$ cat src/rtl/pwm_multi_ch.sv
// Multi-channel PWM with debounced inc/dec buttons, direct duty write, edge/center alignment.
// Outputs registered one cycle after counter evaluation; no backpressure, duty changes apply at period boundaries.
module pwm_multi_ch #(
  parameter int CHANNELS   = 4,
  parameter int CW         = 8,
  parameter int PERIOD     = 10,
  parameter int DUTY_INIT  = 5,
  parameter int STEP       = 1,
  parameter int DEB_DIV    = 2,
  parameter int DEB_STABLE = 3,
  localparam int CHW = (CHANNELS > 1) ? $clog2(CHANNELS) : 1
) (
  input  logic                   clk,
  input  logic                   rst,
  input  logic [CHANNELS-1:0]    inc_btn,
  input  logic [CHANNELS-1:0]    dec_btn,
  input  logic                   mode,
  input  logic                   duty_wr_en,
  input  logic [CHW-1:0]         duty_wr_ch,
  input  logic [CW-1:0]          duty_wr_val,
  output logic [CHANNELS-1:0]    pwm_out,
  output logic [CHANNELS*CW-1:0] duty_out,
  output logic                   period_start
);

  localparam int NB = 2 * CHANNELS;
  localparam int PW = (DEB_DIV > 1) ? $clog2(DEB_DIV) : 1;
  localparam int SW = $clog2(DEB_STABLE + 1);
  localparam logic [PW-1:0] PRE_MAX  = PW'(DEB_DIV - 1);
  localparam logic [SW-1:0] STAB_MAX = SW'(DEB_STABLE);
  localparam logic [CW-1:0] PER      = CW'(PERIOD);
  localparam logic [CW-1:0] PER_M1   = CW'(PERIOD - 1);
  localparam logic [CW-1:0] INIT     = CW'(DUTY_INIT);
  localparam logic [CW:0]   STEP_W   = (CW + 1)'(STEP);

  logic [PW-1:0]       presc_q, presc_d;
  logic                tick;
  logic [NB-1:0]       sync1_q, sync1_d, sync2_q, sync2_d;
  logic [NB-1:0]       deb_q, deb_d, press_q, press_d;
  logic [SW-1:0]       stab_q [NB];
  logic [SW-1:0]       stab_d [NB];
  logic [CW-1:0]       shadow_q [CHANNELS];
  logic [CW-1:0]       shadow_d [CHANNELS];
  logic [CW-1:0]       active_q [CHANNELS];
  logic [CW-1:0]       active_d [CHANNELS];
  logic [CW-1:0]       cnt_q, cnt_d;
  logic                up_q, up_d, mode_q, mode_d;
  logic                boundary;
  logic [CHANNELS-1:0] pwm_q, pwm_d;
  logic                ps_q, ps_d;

  // Button path: buttons packed as {dec, inc}, so index c is inc and CHANNELS+c is dec.
  always_comb begin
    tick    = (presc_q == PRE_MAX);
    presc_d = tick ? '0 : presc_q + 1'b1;
    sync1_d = {dec_btn, inc_btn};
    sync2_d = sync1_q;
    deb_d   = deb_q;
    for (int b = 0; b < NB; b++) begin
      stab_d[b] = stab_q[b];
      if (tick) begin
        if (sync2_q[b] != deb_q[b]) begin
          if (stab_q[b] == STAB_MAX - 1'b1) begin
            deb_d[b]  = sync2_q[b];
            stab_d[b] = '0;
          end else begin
            stab_d[b] = stab_q[b] + 1'b1;
          end
        end else begin
          stab_d[b] = '0;
        end
      end
    end
    press_d = deb_d & ~deb_q;
  end

  always_comb begin
    logic [CW:0] sum;
    logic        inc_p, dec_p;
    sum   = '0;
    inc_p = 1'b0;
    dec_p = 1'b0;
    for (int c = 0; c < CHANNELS; c++) begin
      shadow_d[c] = shadow_q[c];
      inc_p       = press_q[c];
      dec_p       = press_q[CHANNELS + c];
      sum         = {1'b0, shadow_q[c]} + STEP_W;
      if (duty_wr_en && (duty_wr_ch == CHW'(c))) begin
        shadow_d[c] = (duty_wr_val > PER) ? PER : duty_wr_val;
      end else if (inc_p && !dec_p) begin
        shadow_d[c] = (sum > {1'b0, PER}) ? PER : sum[CW-1:0];
      end else if (dec_p && !inc_p) begin
        shadow_d[c] = ({1'b0, shadow_q[c]} >= STEP_W) ? shadow_q[c] - STEP_W[CW-1:0] : '0;
      end
    end
  end

  // Center mode holds each endpoint for two cycles: the direction flips instead of the count moving.
  always_comb begin
    boundary = mode_q ? (!up_q && (cnt_q == '0)) : (cnt_q == PER_M1);
    cnt_d    = cnt_q;
    up_d     = up_q;
    mode_d   = mode_q;
    for (int c = 0; c < CHANNELS; c++) begin
      active_d[c] = active_q[c];
      pwm_d[c]    = (cnt_q < active_q[c]);
    end
    ps_d = (cnt_q == '0) && up_q;
    if (boundary) begin
      cnt_d  = '0;
      up_d   = 1'b1;
      mode_d = mode;
      for (int c = 0; c < CHANNELS; c++) begin
        active_d[c] = shadow_q[c];
      end
    end else if (mode_q && up_q && (cnt_q == PER_M1)) begin
      up_d = 1'b0;
    end else if (mode_q && !up_q) begin
      cnt_d = cnt_q - 1'b1;
    end else begin
      cnt_d = cnt_q + 1'b1;
    end
  end

  always_ff @(posedge clk) begin
    if (rst) begin
      presc_q <= '0;
      sync1_q <= '0;
      sync2_q <= '0;
      deb_q   <= '0;
      press_q <= '0;
      for (int b = 0; b < NB; b++) begin
        stab_q[b] <= '0;
      end
      for (int c = 0; c < CHANNELS; c++) begin
        shadow_q[c] <= INIT;
        active_q[c] <= INIT;
      end
      cnt_q  <= '0;
      up_q   <= 1'b1;
      mode_q <= 1'b0;
      pwm_q  <= '0;
      ps_q   <= 1'b0;
    end else begin
      presc_q <= presc_d;
      sync1_q <= sync1_d;
      sync2_q <= sync2_d;
      deb_q   <= deb_d;
      press_q <= press_d;
      for (int b = 0; b < NB; b++) begin
        stab_q[b] <= stab_d[b];
      end
      for (int c = 0; c < CHANNELS; c++) begin
        shadow_q[c] <= shadow_d[c];
        active_q[c] <= active_d[c];
      end
      cnt_q  <= cnt_d;
      up_q   <= up_d;
      mode_q <= mode_d;
      pwm_q  <= pwm_d;
      ps_q   <= ps_d;
    end
  end

  always_comb begin
    duty_out = '0;
    for (int c = 0; c < CHANNELS; c++) begin
      duty_out[c*CW +: CW] = active_q[c];
    end
  end

  assign pwm_out      = pwm_q;
  assign period_start = ps_q;

endmodule

$ cat config.mk
export PLATFORM = sky130hd
export DESIGN_NAME = pwm_multi_ch
export DESIGN_NICKNAME = d
export VERILOG_FILES = /design/src/rtl/pwm_multi_ch.sv
export SDC_FILE = /design/constraint.sdc
export NUM_CORES = 1
export LEC_CHECK = 0
export CAP_MARGIN = 40
export CORE_UTILIZATION = 55
export CTS_BUF_LIST = sky130_fd_sc_hd__clkbuf_16
export DETAILED_ROUTE_END_ITERATION = 12
export PLACE_DENSITY = 0.78
export SKIP_LAST_GASP = 1
export SLEW_MARGIN = 20
export SYNTH_ARGS = -nofsm -noshare
export SYNTH_HDL_FRONTEND = slang
export SYNTH_SLANG_ARGS = --single-unit
$ cat constraint.sdc
create_clock -name clk -period 3.23 [get_ports clk]
set_input_delay 0.323 -clock clk [delete_from_list [all_inputs] [get_ports clk]]
set_output_delay 0.323 -clock clk [all_outputs]
set_load 0.05 [all_outputs]
==> flow_summary.toml, run 1 <==
# implementation run metrics
[worst_hold_path]
hp-start = "rst"
hold_depth = 2
hold_end = "shadow_q[1][3]"
worstHoldPathType = "in -> reg"

[worst_setup_path]
crit_path_start = "shadow_q[1][0]"
crit_path_end_kind = "flop"
critical_path_class = "reg -> reg"
crit_slowest_cell = "or4_4"
worstPathCellList = "inv_1 -> ha_1 -> nor2b_1 -> a2111oi_4 -> nor2_1 -> or4_4 -> or3b_1 -> a21oi_1"
r2r_setup_slack_ps = 630
r2r_start = "shadow_q[1][0]"
max_stage_delay_ps = 520
worst-path-max-fanout = 10
endpoint = "shadow_q[1][2]"
cp_num_cells = 8
reg2reg_depth = 8
rr_endpoint = "shadow_q[1][2]"
start_kind = "flop"
cp_top_family = "simple AND/OR/NAND/NOR gates"
required_ps = 3580

[flow_run]
tool_warnings = 34
maxCapViolCount = 0

[timing]
hold_slack_ps = 375
slew_headroom_pct = 44.4
hold_viol = 0
max_freq_mhz = 385
slew_violations = 0
period_needed_ps = 2600
tightest_slew_ps = 829
setup_ws_ps = 631
setup_viol = 0
min_period_over_period_pct = 80.5
rsz0062_at_grt = "false"
final.setup.tns_ps = 0
clock_skew_ps = 9.26

[pwr]
p_seq_mw = 1.67
power_density_nw_per_um2 = 452
combPwrFrac_pct = 8.1
power-top-group = "the clock network"
p_clk_share_pct = 47.0
switching_power_mw = 0.917
internal-power_mw = 2.79
swShare_pct = 24.7
seq_power_share_pct = 44.9
clk-power_mw = 1.75
p_leak_nw = 3.18
ir_drop_mv = 0.305

[clocking]
numCtsBuffers = 17
cts_tree = "done"
cts_max_level = 4
cts.clk_slew.worst_paths_ps = 60
cts_hold_buf = 0
clock_path_buffers = 2
cts_root_buf = "clkbuf_16"
insertion_delay_ps = 420
post-cts-setup-buffers = 0
cts-resized-gates = 0
cts_sinks = 128

[route]
wl_met2_um = 8500
top_layer = "met4"
ant_nets = 0
met1Wirelength_um = 7160
drt_iter0_drc = 498
first_pass_iters = 5
route.vias.total = 6383
drc = 0
viasPerCell = 5.87
wl_met3_um = 782

[finish]
fill_cells = 1028
seq_area_sq_um = 2560
area_growth_pct = 17.4
logic_area_sq_um = 4090
buffers = 63
logic_gate_count = 650
inverters = 46
fin_nets = 975
comb_area_share_pct = 49.8
final-nonclk-buf-share_pct = 7.65
dominant_cells = "logic gates"
clockNetworkAreaShare_pct = 6.67
drive_above_1_share_pct = 5.77
instances_no_fill = 1087
lay_top_count = "dfxtp_1"
nClkBuffers = 17
flop-count = 128
area.share.sequential_pct = 31.2
top_regs = "active_q x32, shadow_q x32, stab_q x16"
final_area_sq_um = 8210
lay_top_cells = "dfxtp_1 (128), nand2_1 (103), nor2_1 (98)"

[synth]
simple_gate_area_share_pct = 25.3
ys_seq_elements = 128
post-synth-top-count-cell = "dfxtp_1"
fa_ha_area_share_pct = 8.52
synthArstFlopShare_pct = 0
ff_type = "dfxtp_1"
ys_seq_share_pct = 36.6
syn_nets = 937
synth.top_cells.by_count = "dfxtp_1 (128), nand2_1 (103), nor2_1 (98), a21oi_1 (59), ha_1 (46)"
edf_count = 0
mux_area_share_pct = 1.59
ys_types = 71
yosysWarnings = 0
syn_area_sq_um = 6990
ys_cells = 868
synth.top_cells.by_area = "dfxtp_1 (37%), ha_1 (8.2%), nand2_1 (5.5%)"
top_area_cell = "dfxtp_1"
aoi_share_pct = 20.4
avgSynthCellArea_sq_um = 8.06
xor_share_pct = 2.63
synth_cells = 868
logic_family = "simple AND/OR/NAND/NOR gates"
yosys_area_sq_um = 6990

[grt]
met1_usage_pct = 31.9
grt_use_met2_pct = 47.5
overflow = 0
grt_pass1_wl_um = 28000
use_met3_pct = 5.17
antenna_found_initial = 0
grt_start_max_net_pins = 52
grt-busiest-layer = "met2"
grt_pass1_vias = 6056

[floorplan]
coreArea_sq_um = 12200
nWellTaps = 168
die_y_um = 115
die_w_um = 115
die_area_sq_um = 13200
ioPinCount = 59
num_rows = 40

[place]
dpl_worst_slack_ps = 681
hpwl_um = 11900
globalplace.congestion = 0.909
portBuffers = 58

[status]
outcome = "finished, final reports clean"
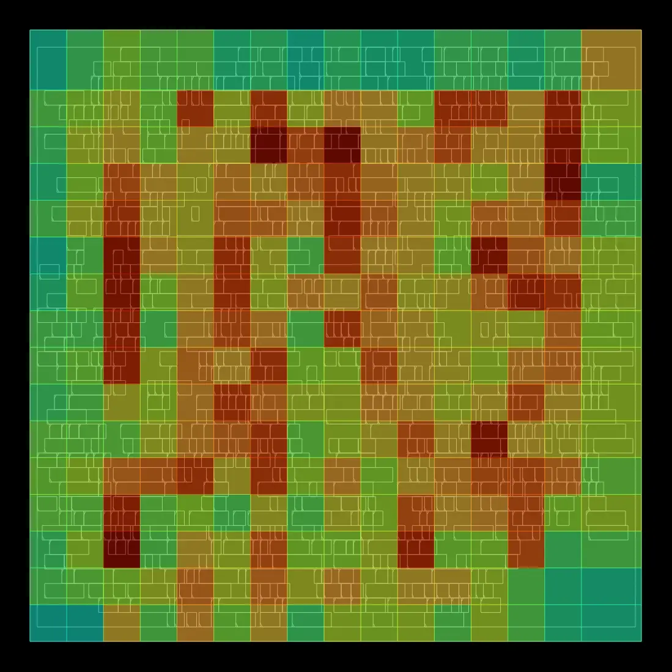
*Track usage over the die, run 1*
All-Layer GR Usage: 26.9%
final design utilization: 67.2%

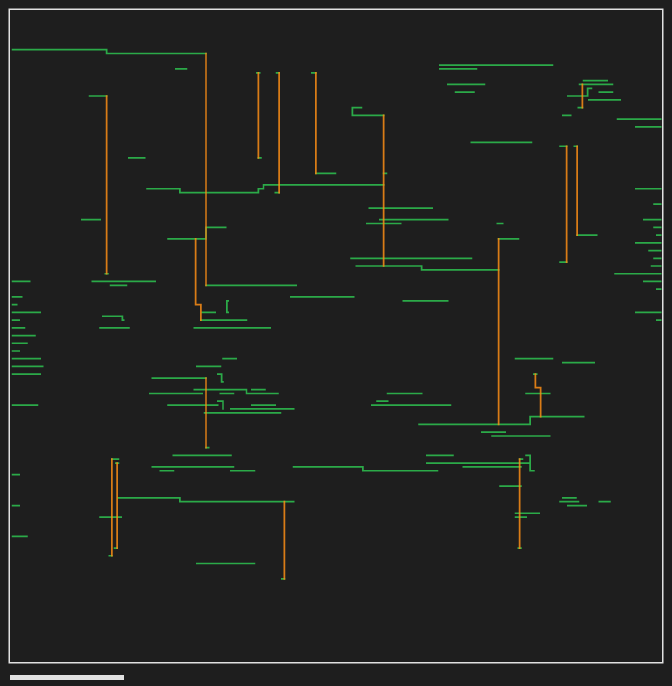
*Signal wires by layer, run 1*
Scale bar: 20 um. Only two layers are drawn.
met3: drawn in green, wire length 783 um. met4: drawn in orange, wire length 322 um.
WL final: 16800 um
Wirelength per Cell: 15.4 um

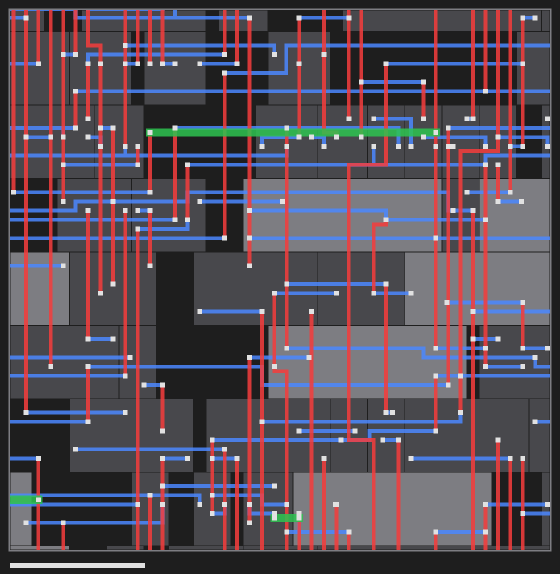
*Close-up of the layout, run 1*
Scale bar: 5 um. Window x 76 to 96, y 76 to 96 um. Cells in gray, sequential cells in the stronger gray; small squares are vias.
met3: drawn in green. met2: drawn in red. met1: drawn in blue.
Most frequent: ha_1 (6), inv_1 (5), dfxtp_1 (4). 33 logic cells have their middle in the window. Netlist names of flops here include `active_q` (2), `cnt_q` (2). Sequential cells in the window: 4.

### The metal 1 layer, run 1

Scale bar: 20 um. Cells faint in the background.
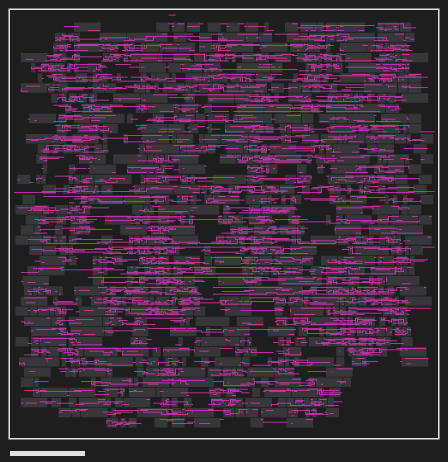

## Run 2: what changed since run 1
--- a/config.mk
+++ b/config.mk
@@ -6,10 +6,10 @@
 export NUM_CORES = 1
 export LEC_CHECK = 0
 export CAP_MARGIN = 40
-export CORE_UTILIZATION = 55
+export CORE_UTILIZATION = 53
 export CTS_BUF_LIST = sky130_fd_sc_hd__clkbuf_16
 export DETAILED_ROUTE_END_ITERATION = 12
-export PLACE_DENSITY = 0.78
+export PLACE_DENSITY = 0.79
 export SKIP_LAST_GASP = 1
 export SLEW_MARGIN = 20
 export SYNTH_ARGS = -nofsm -noshare
==> constraint.sdc (replaced) <==
create_clock -name clk -period 2.13 [get_ports clk]
set_input_delay 0.213 -clock clk [delete_from_list [all_inputs] [get_ports clk]]
set_output_delay 0.213 -clock clk [all_outputs]
set_load 0.05 [all_outputs]
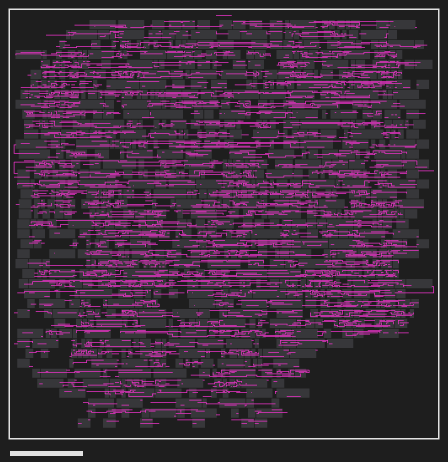
*The metal 1 layer, run 2*
Scale bar: 20 um. Cells faint in the background.
The wires run mostly horizontal. The layer holds 45% of the routed length. The longest straight run is 33.6 um. The layer carries 7900 um of wire. 983 nets have wire on it.
met1 usage: 33.8%
WL final: 17600 um
Via Count: 6682

==> run 2 against run 1 <==
The run now ends with negative setup slack left; largest power group unchanged; die size grew 3.7%; largest cell class unchanged; first-iteration DRC count fell by 15%; critical path depth did not move; routed wire length increased by 5.2%; synthesized cell count did not move; clock skew is 1.4 ps lower; via count rose by 4.7%; highest routed layer unchanged.
==> flow_summary.toml, run 2 <==
# implementation run metrics
[status]
outcome = "finished, violations left"
violations = "negative setup slack"

[worst_hold_path]
hp-start = "rst"
hold_end = "shadow_q[0][6]"
hold_depth = 2
worstHoldPathType = "in -> reg"

[flow_run]
tool_warnings = 36
maxCapViolCount = 0

[floorplan]
num_rows = 41
ioPinCount = 59
die_area_sq_um = 13700
coreArea_sq_um = 12700
die_y_um = 117
nWellTaps = 172
die_w_um = 117

[worst_setup_path]
worstPathCellList = "inv_4 -> ha_4 -> nor2b_4 -> a2111oi_4 -> nor2_1 -> or4_4 -> or3b_4 -> a21oi_2"
cp_num_cells = 8
crit_slowest_cell = "or4_4"
crit_path_end_kind = "flop"
critical_path_class = "reg -> reg"
worst-path-max-fanout = 4
required_ps = 2490
r2r_start = "shadow_q[1][1]"
cp_top_family = "simple AND/OR/NAND/NOR gates"
endpoint = "shadow_q[1][2]"
reg2reg_depth = 8
max_stage_delay_ps = 430
rr_endpoint = "shadow_q[1][2]"
r2r_setup_slack_ps = -40
start_kind = "flop"
crit_path_start = "shadow_q[1][1]"

[synth]
mux_area_share_pct = 1.59
ff_type = "dfxtp_1"
yosysWarnings = 0
logic_family = "simple AND/OR/NAND/NOR gates"
synth.top_cells.by_area = "dfxtp_1 (37%), ha_1 (8.2%), nand2_1 (5.5%)"
syn_nets = 937
simple_gate_area_share_pct = 25.3
top_area_cell = "dfxtp_1"
edf_count = 0
xor_share_pct = 2.63
syn_area_sq_um = 6990
synth_cells = 868
ys_seq_elements = 128
aoi_share_pct = 20.4
ys_seq_share_pct = 36.6
ys_types = 71
yosys_area_sq_um = 6990
post-synth-top-count-cell = "dfxtp_1"
fa_ha_area_share_pct = 8.52
synth.top_cells.by_count = "dfxtp_1 (128), nand2_1 (103), nor2_1 (98), a21oi_1 (59), ha_1 (46)"
ys_cells = 868
synthArstFlopShare_pct = 0

[finish]
seq_area_sq_um = 2580
clockNetworkAreaShare_pct = 5.87
area.share.sequential_pct = 28.7
top_regs = "active_q x32, shadow_q x32, stab_q x16"
fill_cells = 1034
dominant_cells = "logic gates"
area_growth_pct = 28.6
nClkBuffers = 18
flop-count = 128
buffers = 136
lay_top_count = "dfxtp_1"
logic_gate_count = 650
drive_above_1_share_pct = 16.4
inverters = 46
logic_area_sq_um = 4290
final-nonclk-buf-share_pct = 13.3
final_area_sq_um = 8990
instances_no_fill = 1162
fin_nets = 1048
comb_area_share_pct = 47.8
lay_top_cells = "dfxtp_1 (120), nand2_1 (103), nor2_1 (97)"

[pwr]
power_density_nw_per_um2 = 637
switching_power_mw = 1.38
seq_power_share_pct = 43.8
ir_drop_mv = 0.446
internal-power_mw = 4.34
p_leak_nw = 3.59
p_clk_share_pct = 45.8
p_seq_mw = 2.50
power-top-group = "the clock network"
swShare_pct = 24.1
power_mw = 5.72
combPwrFrac_pct = 10.4
clk-power_mw = 2.62

[timing]
hold_slack_ps = 271
max_freq_mhz = 461
setup_ws_ps = -38.0
period_needed_ps = 2170
rsz0062_at_grt = "true"
min_period_over_period_pct = 102
final.setup.tns_ps = -60.2
tightest_slew_ps = 727
hold_viol = 0
slew_headroom_pct = 51.5
clock_skew_ps = 7.87
setup_viol = 2
slew_violations = 0

[route]
wl_met3_um = 792
viasPerCell = 5.75
top_layer = "met4"
wl_met2_um = 8630
ant_nets = 0
drt_iter0_drc = 423
drc = 0
met1Wirelength_um = 7900
first_pass_iters = 7

[clocking]
clock_path_buffers = 2
cts_tree = "done"
cts-resized-gates = 18
cts.clk_slew.worst_paths_ps = 50
cts_max_level = 4
insertion_delay_ps = 420
post-cts-setup-buffers = 2
cts_root_buf = "clkbuf_16"
cts_sinks = 128
numCtsBuffers = 17
cts_hold_buf = 0

[grt]
overflow = 0
grt_pass1_vias = 6057
grt-busiest-layer = "met2"
antenna_found_initial = 0
grt_pass1_wl_um = 28500
grt_start_max_net_pins = 53

[place]
dpl_worst_slack_ps = -84.7
globalplace.congestion = 0.967
dpl_cell_area_sq_um = 8230
portBuffers = 58
hpwl_um = 12000
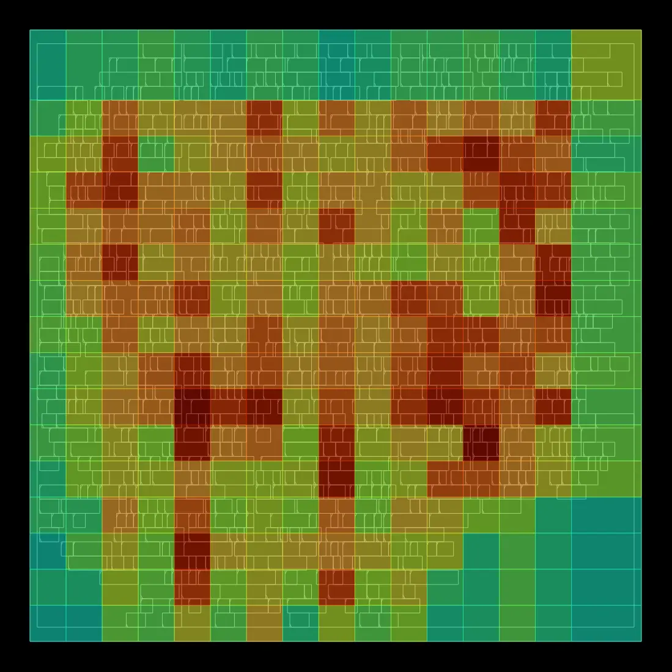
*Track usage over the die, run 2*
All-Layer GR Usage: 26.7%
Wirelength per Cell: 15.2 um
final design utilization: 70.7%
met3 usage: 4.48%
met2 GRT Util: 45.3%

### Wire density map, run 2

The die is cut into 23 by 23 equal tiles; white is low, dark blue is high, scaled to the fullest tile. Values are wire area over tile area, all layers added.
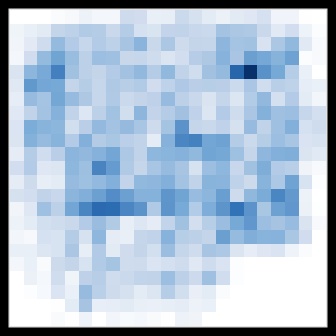

## Run 3: what changed since run 2
--- a/config.mk
+++ b/config.mk
@@ -6,12 +6,15 @@
 export NUM_CORES = 1
 export LEC_CHECK = 0
 export CAP_MARGIN = 40
-export CORE_UTILIZATION = 53
+export CELL_PAD_IN_SITES_DETAIL_PLACEMENT = 0
+export CELL_PAD_IN_SITES_GLOBAL_PLACEMENT = 2
+export CORE_UTILIZATION = 32
 export CTS_BUF_LIST = sky130_fd_sc_hd__clkbuf_16
 export DETAILED_ROUTE_END_ITERATION = 12
+export GPL_TIMING_DRIVEN = 0
 export PLACE_DENSITY = 0.79
 export SKIP_LAST_GASP = 1
-export SLEW_MARGIN = 20
+export SLEW_MARGIN = 40
 export SYNTH_ARGS = -nofsm -noshare
 export SYNTH_HDL_FRONTEND = slang
 export SYNTH_SLANG_ARGS = --single-unit
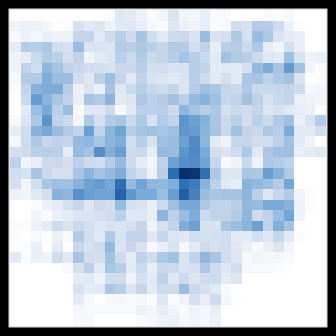
*Wire density map, run 3*
The die is cut into 30 by 30 equal tiles; white is low, dark blue is high, scaled to the fullest tile. Values are wire area over tile area, all layers added.
5.3% of the tiles are over half the peak. The densest ninth of the die: center. The fullest tile reaches 0.71.
WL final: 21100 um
All-Layer GR Usage: 19.6%
Via Count: 6532
Wirelength per Cell: 16.9 um

==> run 3 against run 2 <==
The flow still finishes with violations (negative setup slack); critical path type unchanged; sequential power about the same; cell count up 7.1%; worst setup slack worse by 0.79 ps.
==> flow_summary.toml, run 3 <==
# implementation run metrics
[status]
outcome = "finished, violations left"
violations = "negative setup slack"

[grt]
grt_pass1_vias = 6261
grt_use_met2_pct = 31.3
grt-busiest-layer = "met2"
met1_usage_pct = 26.2
use_met3_pct = 3.35
overflow = 0
antenna_found_initial = 0
grt_pass1_wl_um = 33500
grt_start_max_net_pins = 17

[synth]
aoi_share_pct = 20.4
synthArstFlopShare_pct = 0
synth.top_cells.by_area = "dfxtp_1 (37%), ha_1 (8.2%), nand2_1 (5.5%)"
syn_area_sq_um = 6990
mux_area_share_pct = 1.59
ff_type = "dfxtp_1"
syn_nets = 937
ys_types = 71
ys_seq_elements = 128
post-synth-top-count-cell = "dfxtp_1"
ys_seq_share_pct = 36.6
fa_ha_area_share_pct = 8.52
edf_count = 0
logic_family = "simple AND/OR/NAND/NOR gates"
simple_gate_area_share_pct = 25.3
top_area_cell = "dfxtp_1"
xor_share_pct = 2.63
yosysWarnings = 0
synth.top_cells.by_count = "dfxtp_1 (128), nand2_1 (103), nor2_1 (98), a21oi_1 (59), ha_1 (46)"
synth_cells = 868
yosys_area_sq_um = 6990
ys_cells = 868

[timing]
hold_viol = 0
min_period_over_period_pct = 102
setup_ws_ps = -38.8
slew_headroom_pct = 41.9
hold_slack_ps = 344
period_needed_ps = 2170
slew_violations = 0
clock_skew_ps = 8.80
max_freq_mhz = 461
rsz0062_at_grt = "true"
final.setup.tns_ps = -61.7
tightest_slew_ps = 871
setup_viol = 2

[worst_setup_path]
start_kind = "flop"
worstPathCellList = "inv_4 -> ha_4 -> nor2b_4 -> a2111oi_4 -> nor2_1 -> or4_4 -> o211ai_1 -> a211oi_1"
cp_num_cells = 8
worst-path-max-fanout = 5
required_ps = 2380
r2r_setup_slack_ps = -40
crit_buf_inv = 1
reg2reg_depth = 8
crit_path_end_kind = "flop"
crit_slowest_cell = "or4_4"
critical_path_class = "reg -> reg"
max_stage_delay_ps = 540
rr_endpoint = "shadow_q[3][1]"
crit_path_start = "shadow_q[3][1]"
endpoint = "shadow_q[3][1]"
cp_top_family = "simple AND/OR/NAND/NOR gates"
r2r_start = "shadow_q[3][1]"

[floorplan]
num_rows = 53
die_area_sq_um = 22400
coreArea_sq_um = 21200
nWellTaps = 275
ioPinCount = 59
die_w_um = 150

[finish]
nClkBuffers = 17
flop-count = 128
drive_above_1_share_pct = 15.2
top_regs = "active_q x32, shadow_q x32, stab_q x16"
area.share.sequential_pct = 28.8
lay_top_count = "dfxtp_1"
final-nonclk-buf-share_pct = 10.1
dominant_cells = "logic gates"
logic_gate_count = 650
seq_area_sq_um = 2600
buffers = 114
area_growth_pct = 29.0
inverters = 46
final_area_sq_um = 9020
fin_nets = 1026
fin_util_pct = 42.5
logic_area_sq_um = 4430
lay_top_cells = "dfxtp_1 (114), nand2_1 (103), nor2_1 (97)"
instances_no_fill = 1245
fill_cells = 2223
clockNetworkAreaShare_pct = 6.13

[pwr]
switching_power_mw = 1.49
combPwrFrac_pct = 10.4
p_clk_share_pct = 47.1
p_leak_nw = 3.41
seq_power_share_pct = 42.4
p_seq_mw = 2.50
ir_drop_mv = 0.462
internal-power_mw = 4.39
power_mw = 5.88
power-top-group = "the clock network"
power_density_nw_per_um2 = 652
swShare_pct = 25.3
clk-power_mw = 2.77

[worst_hold_path]
worstHoldPathType = "in -> reg"
hold_depth = 2
hold_end = "sync1_q[5]"
hp-start = "dec_btn[1]"

[clocking]
cts_sinks = 128
cts_hold_buf = 0
clock_path_buffers = 2
cts_max_level = 4
cts.clk_slew.worst_paths_ps = 60
cts-resized-gates = 53
cts_tree = "done"
insertion_delay_ps = 420
numCtsBuffers = 17
cts_root_buf = "clkbuf_16"
post-cts-setup-buffers = 21

[route]
viasPerCell = 5.25
first_pass_iters = 5
wl_met2_um = 9730
wl_met3_um = 670
ant_nets = 0
top_layer = "met4"
drc = 0
drt_iter0_drc = 293

[place]
hpwl_um = 15000
portBuffers = 57
dpl_worst_slack_ps = -339
dpl_cell_area_sq_um = 7960
globalplace.congestion = 0.819

[flow_run]
maxCapViolCount = 0
tool_warnings = 36
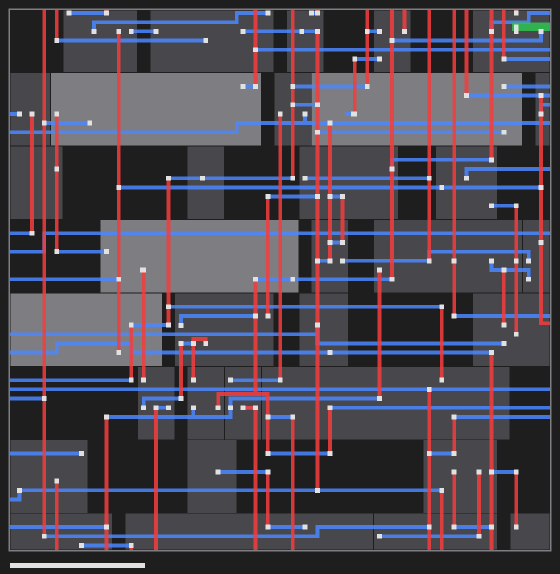
*Close-up of the layout, run 3*
Scale bar: 5 um. Window x 102 to 122, y 102 to 122 um. Cells in gray, sequential cells in the stronger gray; small squares are vias.
met1: drawn in blue. met2: drawn in red. met3: drawn in green.
Most frequent: nor2_1 (4), ha_1 (4), a21o_1 (3). 31 logic cells have their middle in the window. Sequential cells in the window: 4. Netlist names of flops here include `cnt_q` (4).

Power is estimated from default activity; no workload was simulated.
